**config.mk**
```make
export PLATFORM = sky130hd
export DESIGN_NAME = mci_control_fsm
export DESIGN_NICKNAME = d
export VERILOG_FILES = /design/src/rtl/mci_pkg.sv /design/src/rtl/mci_ctrl_decode.sv /design/src/rtl/mci_control_fsm.sv
export SDC_FILE = /design/constraint.sdc
export NUM_CORES = 1
export LEC_CHECK = 0
export ABC_AREA = 1
export CAP_MARGIN = 20
export CORE_AREA = 3 3 97 99
export CTS_BUF_LIST = sky130_fd_sc_hd__clkbuf_16
export DETAILED_ROUTE_END_ITERATION = 6
export DIE_AREA = 0 0 100 102
export HOLD_SLACK_MARGIN = 0.15
export PLACE_DENSITY = 0.54
export REMOVE_ABC_BUFFERS = 1
export SYNTH_ARGS = -nofsm -noshare
export SYNTH_HDL_FRONTEND = slang
export SYNTH_SLANG_ARGS = --single-unit
```
**constraint.sdc**
```tcl
create_clock -name clk -period 1.69 [get_ports clk]
set_input_delay 0.338 -clock clk [delete_from_list [all_inputs] [get_ports clk]]
set_output_delay 0.338 -clock clk [all_outputs]
set_load 0.01 [all_outputs]
```
**src/rtl/mci_pkg.sv**
```systemverilog
// rtl/mci_pkg.sv - shared types and encodings for the multicycle control unit
package mci_pkg;

    localparam int CNT_W = 32;

    localparam logic [5:0] OP_RTYPE = 6'b000000;
    localparam logic [5:0] OP_LW    = 6'b100011;
    localparam logic [5:0] OP_SW    = 6'b101011;
    localparam logic [5:0] OP_BEQ   = 6'b000100;
    localparam logic [5:0] OP_J     = 6'b000010;

    localparam logic [1:0] ALU_OP_ADD   = 2'b00;
    localparam logic [1:0] ALU_OP_SUB   = 2'b01;
    localparam logic [1:0] ALU_OP_FUNCT = 2'b10;

    localparam logic [1:0] SRC_B_REG     = 2'b00;
    localparam logic [1:0] SRC_B_FOUR    = 2'b01;
    localparam logic [1:0] SRC_B_IMM     = 2'b10;
    localparam logic [1:0] SRC_B_IMM_SH2 = 2'b11;

    localparam logic [1:0] PC_SRC_ALU    = 2'b00;
    localparam logic [1:0] PC_SRC_ALUOUT = 2'b01;
    localparam logic [1:0] PC_SRC_JUMP   = 2'b10;

    typedef enum logic [3:0] {
        IDLE,
        FETCH,
        DECODE,
        MEM_ADDR,
        MEM_READ,
        MEM_WB,
        MEM_WRITE,
        EXECUTE,
        ALU_WB,
        BRANCH,
        JUMP
    } state_e;

    function automatic logic is_legal_op(input logic [5:0] op);
        return (op == OP_RTYPE) || (op == OP_LW) || (op == OP_SW) ||
               (op == OP_BEQ)   || (op == OP_J);
    endfunction

endpackage

```
**src/rtl/mci_ctrl_decode.sv**
```systemverilog
// rtl/mci_ctrl_decode.sv - combinational map from FSM state to datapath controls
module mci_ctrl_decode
    import mci_pkg::*;
(
    input  state_e     state,
    input  logic       mem_ready,
    output logic       pc_write,
    output logic       pc_write_cond,
    output logic       iord,
    output logic       mem_read,
    output logic       mem_write,
    output logic       ir_write,
    output logic       reg_dst,
    output logic       mem_to_reg,
    output logic       reg_write,
    output logic       alu_src_a,
    output logic [1:0] alu_src_b,
    output logic [1:0] alu_op,
    output logic [1:0] pc_source
);

    // Moore control word per state; FETCH commits IR and PC only when memory returns data
    always_comb begin
        pc_write      = 1'b0;
        pc_write_cond = 1'b0;
        iord          = 1'b0;
        mem_read      = 1'b0;
        mem_write     = 1'b0;
        ir_write      = 1'b0;
        reg_dst       = 1'b0;
        mem_to_reg    = 1'b0;
        reg_write     = 1'b0;
        alu_src_a     = 1'b0;
        alu_src_b     = SRC_B_REG;
        alu_op        = ALU_OP_ADD;
        pc_source     = PC_SRC_ALU;
        case (state)
            FETCH: begin
                mem_read  = 1'b1;
                alu_src_b = SRC_B_FOUR;
                ir_write  = mem_ready;
                pc_write  = mem_ready;
            end
            DECODE: begin
                alu_src_b = SRC_B_IMM_SH2;
            end
            MEM_ADDR: begin
                alu_src_a = 1'b1;
                alu_src_b = SRC_B_IMM;
            end
            MEM_READ: begin
                mem_read = 1'b1;
                iord     = 1'b1;
            end
            MEM_WB: begin
                reg_write  = 1'b1;
                mem_to_reg = 1'b1;
            end
            MEM_WRITE: begin
                mem_write = 1'b1;
                iord      = 1'b1;
            end
            EXECUTE: begin
                alu_src_a = 1'b1;
                alu_op    = ALU_OP_FUNCT;
            end
            ALU_WB: begin
                reg_write = 1'b1;
                reg_dst   = 1'b1;
            end
            BRANCH: begin
                alu_src_a     = 1'b1;
                alu_op        = ALU_OP_SUB;
                pc_write_cond = 1'b1;
                pc_source     = PC_SRC_ALUOUT;
            end
            JUMP: begin
                pc_write  = 1'b1;
                pc_source = PC_SRC_JUMP;
            end
            default: begin
            end
        endcase
    end

endmodule

```
**src/rtl/mci_control_fsm.sv**
```systemverilog
// rtl/mci_control_fsm.sv - multicycle MIPS-subset control FSM with run gate and retire counter
module mci_control_fsm
    import mci_pkg::*;
(
    input  logic             clk,
    input  logic             rst_n,
    input  logic             run,
    input  logic [5:0]       op_code,
    input  logic             mem_ready,
    output logic             pc_write,
    output logic             pc_write_cond,
    output logic             iord,
    output logic             mem_read,
    output logic             mem_write,
    output logic             ir_write,
    output logic             reg_dst,
    output logic             mem_to_reg,
    output logic             reg_write,
    output logic             alu_src_a,
    output logic [1:0]       alu_src_b,
    output logic [1:0]       alu_op,
    output logic [1:0]       pc_source,
    output logic             busy,
    output logic             illegal_op,
    output logic [CNT_W-1:0] instr_count
);

    state_e           state_q, state_d;
    logic [CNT_W-1:0] cnt_q, cnt_d;
    logic             retire;
    logic             op_illegal;

    assign op_illegal = !is_legal_op(op_code);

    // State and retire counter; reset drops straight to IDLE so all controls clear at once
    always_ff @(posedge clk or negedge rst_n) begin
        if (!rst_n) begin
            state_q <= IDLE;
            cnt_q   <= '0;
        end else begin
            state_q <= state_d;
            cnt_q   <= cnt_d;
        end
    end

    // Next state; run is consulted only in IDLE and at an instruction boundary
    always_comb begin
        state_d = state_q;
        retire  = 1'b0;
        case (state_q)
            IDLE:      if (run) state_d = FETCH;
            FETCH:     if (mem_ready) state_d = DECODE;
            DECODE: begin
                case (op_code)
                    OP_LW, OP_SW: state_d = MEM_ADDR;
                    OP_RTYPE:     state_d = EXECUTE;
                    OP_BEQ:       state_d = BRANCH;
                    OP_J:         state_d = JUMP;
                    default:      state_d = run ? FETCH : IDLE;
                endcase
            end
            MEM_ADDR:  state_d = (op_code == OP_LW) ? MEM_READ : MEM_WRITE;
            MEM_READ:  if (mem_ready) state_d = MEM_WB;
            MEM_WRITE: retire = mem_ready;
            EXECUTE:   state_d = ALU_WB;
            MEM_WB, ALU_WB, BRANCH, JUMP: retire = 1'b1;
            default:   state_d = IDLE;
        endcase
        if (retire) begin
            state_d = run ? FETCH : IDLE;
        end
        cnt_d = retire ? cnt_q + CNT_W'(1) : cnt_q;
    end

    mci_ctrl_decode u_decode (
        .state         (state_q),
        .mem_ready     (mem_ready),
        .pc_write      (pc_write),
        .pc_write_cond (pc_write_cond),
        .iord          (iord),
        .mem_read      (mem_read),
        .mem_write     (mem_write),
        .ir_write      (ir_write),
        .reg_dst       (reg_dst),
        .mem_to_reg    (mem_to_reg),
        .reg_write     (reg_write),
        .alu_src_a     (alu_src_a),
        .alu_src_b     (alu_src_b),
        .alu_op        (alu_op),
        .pc_source     (pc_source)
    );

    assign busy        = (state_q != IDLE);
    assign illegal_op  = (state_q == DECODE) && op_illegal;
    assign instr_count = cnt_q;

endmodule

```
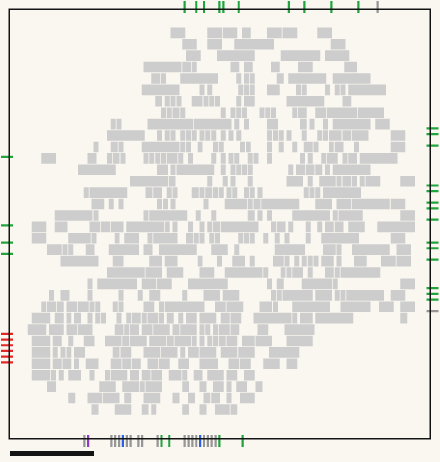
Fig. 1. Pin map (run 1).
The bar under the picture is 20 um long. Pins as bars across the die edge, other pins in grey.
blue -> pc_source  # pins 2, direction output, edge south
purple -> run  # pins 1, direction input, edge south
red -> op_code  # pins 6, direction input, edge west
green -> instr_count  # pins 32, direction output, edge 14 east, 10 north, 4 west, 4 south

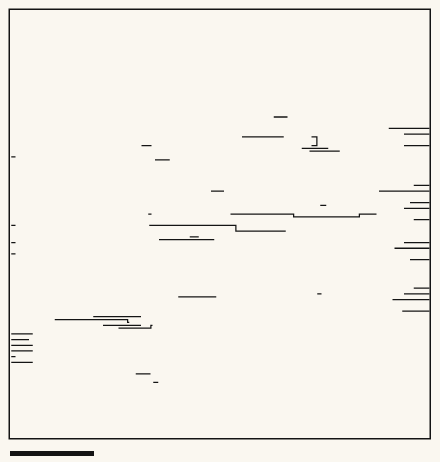
Fig. 2. M3 wires (run 1).
The bar under the picture is 20 um long.
wire length on this layer = 302 um
nets with wire on the layer = 43
longest straight run = 20.5 um
main direction = horizontal

==> CHANGELOG.md, run 1 <==
## Implementation

- Buffers added on ports: 59
- Critical Path AT: 1.41 ns
- WL met3: between 300 and 400 um
- CP Launch Point: state_q[3]$_DFFE_PN0P_
- Setup ws final: -0.0575 ns
- Final Hold Viols: 0
- Adder share: less than 1%
- Fin cells: between 600 and 700
- Setup-failing EPs final: 10
- GR Layer Usage met2: 25.3%
- Worst slew pin tran: approximately 0.42 ns
- Commonest flop: dfrtp_1
- Layout area overhead: 62.6%
- Share of cells above drive strength 1: 31.2%
- Flops: 36
- Top cells excl fill/tap: 142 x nand2_1, 51 x nor2_1, 33 x clkdlybuf4s50_1
- Status: finished with violations
- Failing checks: setup timing
- Avg WL per Cell: approximately 13 um
- Fill count: 863
- HPWL after DPL: 5890 um
- RR Startpoint: state_q[1]$_DFFE_PN0P_
- Met2 WL: 3990 um
- Cells on worst reg2reg path: 11
- Ys cells: roughly 400
- Max FFs per register: 32
- Worst skew pair latency: 0.28 ns
- N_taps: ~110
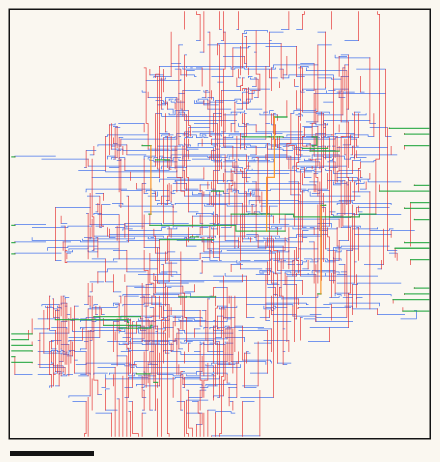
Fig. 3. Routed metal, one colour a layer (run 1).
The bar under the picture is 20 um long.
red -> metal 2  # wire length 3990 um
blue -> metal 1  # wire length 3740 um
orange -> metal 4  # wire length 66.4 um
green -> metal 3  # wire length 302 um

[run 1: what timing repair did]
action                     in CTS  in global routing
buffers inserted                5                  7
cloned                          0                  2
hold endpoints to repair       16                  0
resized                       103                 91
pin swaps                       4                 21
setup endpoints to repair      20                 43
hold buffers                    1                  0
[run 1: worst reg2reg max path, stage by stage, from the launching register on]
cell and delay, ns:
dfrtp_2 0.46, nor2_4 0.18, buf_6 0.12, nand2_4 0.05
buf_6 0.11, and2_4 0.15, nand2_8 0.11, buf_12 0.12
inv_8 0.05, buf_12 0.14, nand2_2 0.05, o21ai_1 0.05
Fig. 4: run 1, sizing map
The bar under the picture is 20 um long.
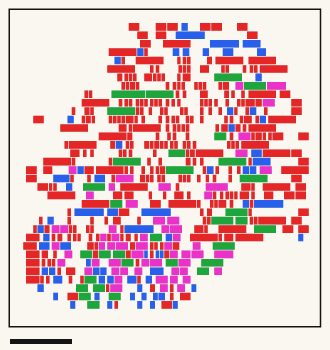

## Run 2: what changed since run 1
==> constraint.sdc (replaced) <==
create_clock -name clk -period 2.03 [get_ports clk]
set_input_delay 0.406 -clock clk [delete_from_list [all_inputs] [get_ports clk]]
set_output_delay 0.406 -clock clk [all_outputs]
set_load 0.01 [all_outputs]
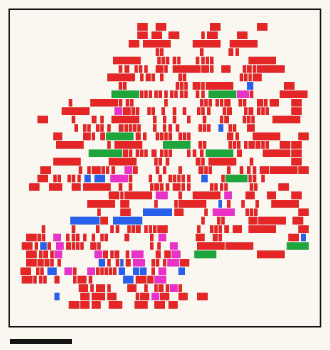
Fig. 5. Sizing map (run 2).
The bar under the picture is 20 um long.
red -> _0 and _1 cells  # cells 419, share 89%
blue -> _2 cells  # cells 20, share 4.2%
magenta -> _3 and _4 cells  # cells 23, share 4.9%
green -> _6 and larger  # cells 9, share 1.9%

==> run 2 against run 1 <==
Effect of this change: the flow now finishes without violations; wire length fell by 14%; critical path depth down 2; via count shrank 7.7%; sequential cell count unchanged; clock power fell by about 10%; synthesized area is the same; largest cell class unchanged; highest routed layer unchanged.
==> CHANGELOG.md, run 2 <==
## Implementation

- Commonest flop: dfrtp_1
- Met2 WL: 3280 um
- Fin cells: 579
- Final Hold Viols: 0
- Top cells excl fill/tap: 163 x nand2_1, 66 x nor2_1, 40 x clkdlybuf4s50_1
- Buffers added on ports: around 60
- Adder share: 0.489%
- Max FFs per register: 32
- Ys cells: approximately 400
- HPWL after DPL: 5510 um
- WL met3: 247 um
- Antenna-violating nets left: 0
- Setup ws final: 0.107 ns
- Worst Setup End Kind: output port
- Status: complete, no violations
- Cells on worst reg2reg path: 10
- GR Layer Usage met2: between 20% and 30%
- Worst skew pair latency: 0.28 ns
- Avg WL per Cell: roughly 12 um
- Flops: 36
- Layout area overhead: 38.7%
- Layer with the highest usage: met2
- Critical Path AT: ~1.5 ns
- Worst slew pin tran: 0.324 ns
- Share of cells above drive strength 1: roughly 11%
- CP Launch Point: state_q[2]$_DFFE_PN0P_
- RR Startpoint: state_q[3]$_DFFE_PN0P_
- Ports: 60
- Fill count: 925
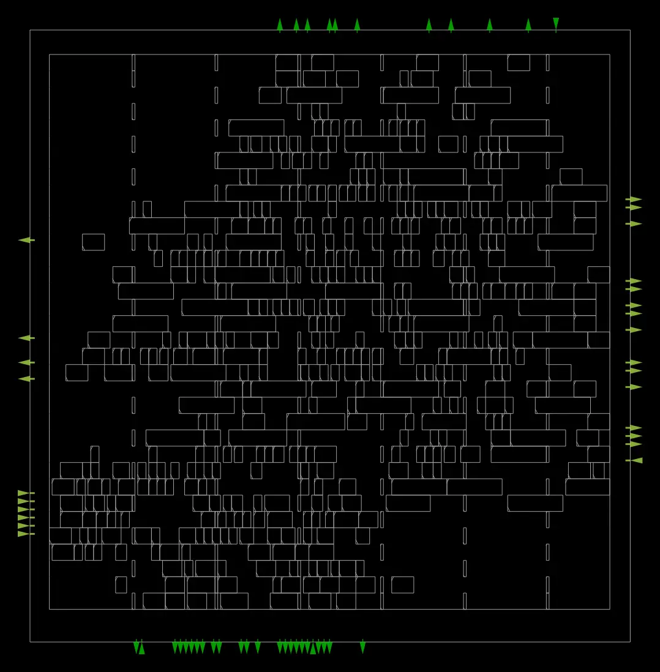
Fig. 6. Cell outlines without signal wires (run 2).
FP Rows: 34
n_taps: 108
fraction of area in registers: 25.5%

[run 2: cell count changes in the layout (fill, tap and decap cells not counted), moves of 6 or more]
cell	change
nand2_1	+21
buf_6	-15
clkdlybuf4s50_1	+7
buf_4	-19
nor2_2	-11
o21ai_0	+6
nor2_1	+15
nand2_4	-8
nand2_2	-12
buf_2	-12
dlygate4sd2_1	+11
[run 2: worst max path at each step]
stage                   end  slack, ns
2_1_floorplan     alu_src_a       0.39
3_3_place_gp     illegal_op      -0.26
3_5_place_dp     illegal_op      -0.30
4_1_cts        alu_src_b[0]      -0.08
5_1_grt            pc_write       0.02
6_report           pc_write       0.11
[run 2: what timing repair did]
item                                    CTS  global route
hold buffers                              1             0
buffers inserted                          1             0
endpoints found under the setup margin   17             6
gates cloned                              0             0
endpoints found under the hold margin    36             0
resized                                  31             7
Fig. 7: run 2, pin map
The bar under the picture is 20 um long. Pins as bars across the die edge, other pins in grey.
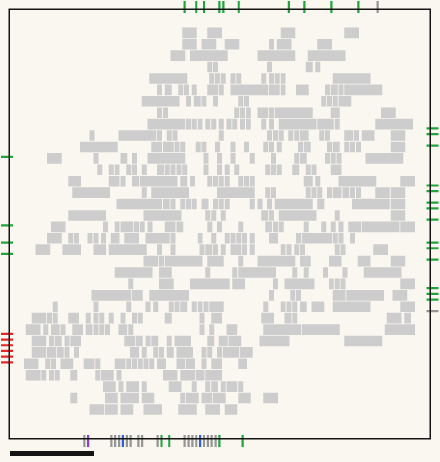

## Run 3: what changed since run 2
--- a/config.mk
+++ b/config.mk
@@ -6,12 +6,10 @@
 export NUM_CORES = 1
 export LEC_CHECK = 0
 export ABC_AREA = 1
-export CAP_MARGIN = 20
 export CORE_AREA = 3 3 97 99
 export CTS_BUF_LIST = sky130_fd_sc_hd__clkbuf_16
 export DETAILED_ROUTE_END_ITERATION = 6
 export DIE_AREA = 0 0 100 102
-export HOLD_SLACK_MARGIN = 0.15
 export PLACE_DENSITY = 0.54
 export REMOVE_ABC_BUFFERS = 1
 export SYNTH_ARGS = -nofsm -noshare
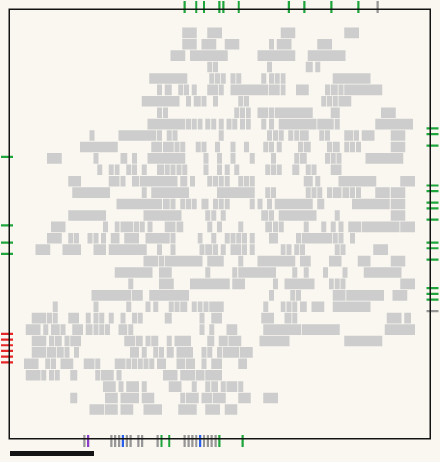
Fig. 8. Pin map (run 3).
The bar under the picture is 20 um long. Pins as bars across the die edge, other pins in grey.
green -> instr_count  # pins 32, direction output, edge 14 east, 10 north, 4 west, 4 south
blue -> pc_source  # pins 2, direction output, edge south
purple -> run  # pins 1, direction input, edge south
red -> op_code  # pins 6, direction input, edge west

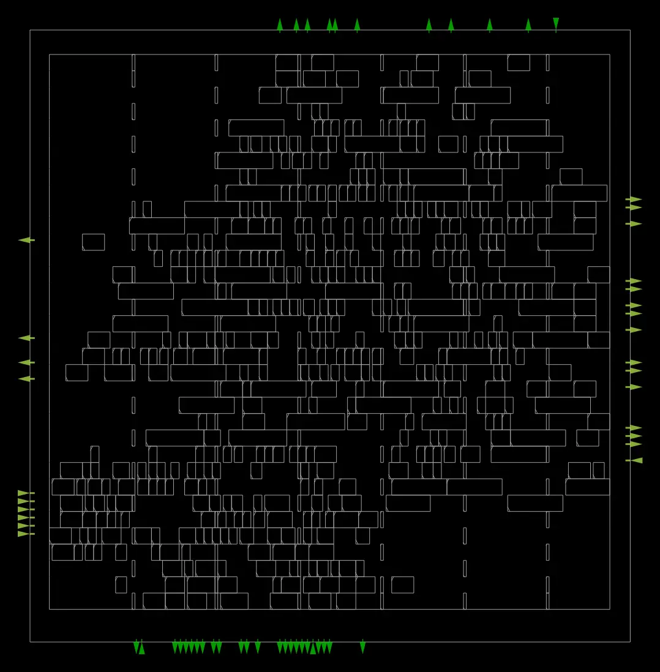
Fig. 9. Cell outlines without signal wires (run 3).
fill count: 926
fraction of area in registers: 25.5%
fin cells: 578
post-layout util: 41.0%
core region area: 0.00864 mm^2

==> run 3 against run 2 <==
Effect of this change: setup slack about the same; largest cell class unchanged; die area unchanged; clock power about the same.
==> CHANGELOG.md, run 3 <==
## Implementation

- Tot GR Track Use: 14.1%
- Ports: 60
- Synth Seq Share: 35.2%
- Adder share: less than 1%
- Layout clock area frac: between 4 and 5%
- Status: complete, no violations
- Critical Path AT: 1.52 ns
- Share of cells above drive strength 1: 11.1%
- FP Rows: 34
- Post-CTS sizing: 31
- RR Startpoint: state_q[3]$_DFFE_PN0P_
- Max FFs per register: 32
- Worst Setup End Kind: output port
- Setup ws final: about 0.11 ns
- GR Layer Usage met2: roughly a quarter
- Layer with the highest usage: met2
- DR top layer: met4
- Cells on worst reg2reg path: 10
- EDFF count, synth: 0
- HPWL after DPL: 5510 um
- Avg WL per Cell: 12.0 um
- Post-CTS Setup Inserts: 1
- AND-OR/OR-AND share of the synthesized area: 3.32%
- N_taps: 108
- Commonest flop: dfrtp_1
- Top cells excl fill/tap: 163 x nand2_1, 66 x nor2_1, 40 x clkdlybuf4s50_1
- Setup-failing EPs final: 0
- Crit Reg-Reg Endpoint: instr_count[16]$_DFFE_PN0N_
- CP Launch Point: state_q[2]$_DFFE_PN0P_
- Final Hold Viols: 0
- Total number of vias: 2643
- Hold Buf Count CTS: 0
- Buffers added on ports: between 50 and 60
- Antenna-violating nets left: 0
- Critical Path End: pc_write
- Met2 WL: 3270 um
- Ys cells: 395
- Area after DPL: roughly 0.0033 mm^2
- Worst slew pin tran: 0.325 ns
- Post-route cell area: 0.00354 mm^2
## run 3: netlist changes by cell type in the layout (fill, tap and decap cells not counted), sizes merged
cell         before  now
dlygate4sd3       1    0
## run 3: per-stage QoR
step | power [mW] | setup TNS [ns] | utilization, %
2_1_floorplan | 1.52 | 0 | -
3_3_place_gp | 2.06 | -0.260 | 38.7
3_5_place_dp | 2.07 | -0.312 | 38.7
4_1_cts | 2.97 | -0.0778 | 40.9
5_1_grt | 3.11 | 0 | 41.0
6_report | 2.93 | 0 | 41.0
## run 3: cells by family (layout without fill, tap and decap cells)
family | after synthesis | count (layout)
compound gates | 16 | 16
xor+xnor | 14 | 14
fa+ha+maj | 1 | 1
buf+inv | 44 | 119
flops | 36 | 36
simple gates | 284 | 284
No activity file was given, so power comes from the tool's default toggle rates.
